**Pin placement**

Pins as bars across the die edge, other pins in grey.
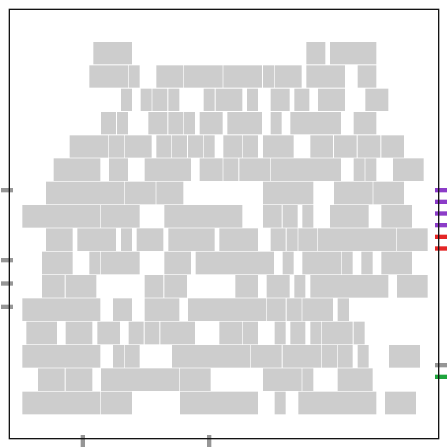
**Register map, names as in the netlist**

Other sequential cells in the stronger grey, the rest of the logic in the fainter grey.
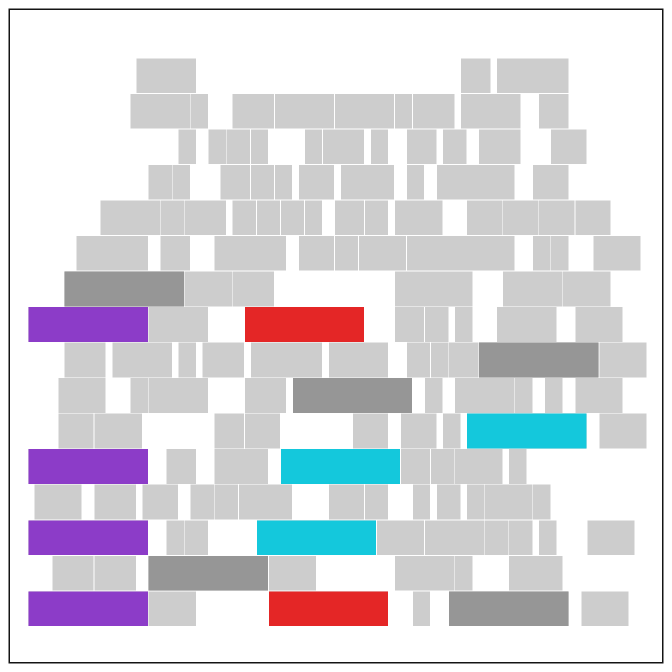
Design rr_arbiter, sky130hd; sources not shown.
==> results_slide.txt <==
Synthesis and Place & Route Summary

Worst setup path
  • Buf/Inv on CP: 2
  • CP max FO: 10
  • FF-to-FF path depth: 16
  • Cell family with most CP delay: AND-OR/OR-AND gates
  • Cell mode on critical path: ha_1

Floorplanning
  • # rows: 16
  • Floorplan core area: 0.002062 sq mm
  • I/O pin count: 14

Cells and area
  • Most numerous logic cells after layout: ha_1, dfrtp_1, clkdlybuf4s50_1
  • Area grow syn2layout: 11.69%

Clock tree
  • CTS Buf Count: 3
  • CTS Hold Bufs: 0
  • CTS root buf: clkbuf_4
  • PostCTS Resize Cnt: 0

Synth
  • Post-synthesis register bit count: 14
  • Adder Share, Synth: 13.88%
  • Cell Type Count: 45
  • Syn_area_per_cell: 9.492 sq um
  • AO/OA Area Share: 25.77%
  • Simple Share, Synth: 17.24%
  • Yosys warning tally: 0

Global route
  • Top Usage Layer GRT: met2
  • Met3 usage: 4.630%

STA
  • Max Freq: 0.2240 GHz
  • Setup violators final: 0

Detailed routing
  • WL/cell: 14.68 um

Outcome
  • Status: completed
-- 'pin placement' (at the start) --
Key: green = reset [pins 1, direction input, edge right]; red = gnt_id [pins 2, direction output, edge right]; purple = req [pins 4, direction input, edge right]
All pins by edge: 8 right, 4 left, 2 bottom.
Die Ht: 49.91 um
die width: 49.91 um
number of port buffers: 13

-- 'register map, names as in the netlist' (at the start) --
Key: purple = gnt [flops 4]; cyan = hold_q [flops 3]; red = gnt_id [flops 2]
flop share of the area: 24.84%
Core Util, Final: 68.39%

-- Yosys cell counts, drive strengths merged, types with 2 or more instances --
cell type  number  area (sq um)
o32ai           3         41.29
nor3            2         10.01
nand2b          3         18.77
a32o            3         30.03
nand3b          2         15.01
dfrtp          14         350.3
a22o            4         35.03
a211oi          3         27.52
or2             3         18.77
nor2            6         30.03
nor2b           2         12.51
inv            11         41.29
nand3           3         15.01
mux2            5         67.56
o21ai           7         38.79
mux2i           2         20.02
o2bb2ai         2         17.52
a21oi          10         53.80
buf             4         38.78
nand2          12         45.04
ha             14         175.2
a21boi          4         30.03
-- layout make-up --
class	instances	area (sq um)	share of cell area (%)
multi-input combinational	103	828.3	58.74
sequential	14	350.3	24.84
timing repair buffer	13	130.1	9.228
inverter	12	45.04	3.194
tap	27	33.78	2.396
clock buffer	3	22.52	1.597
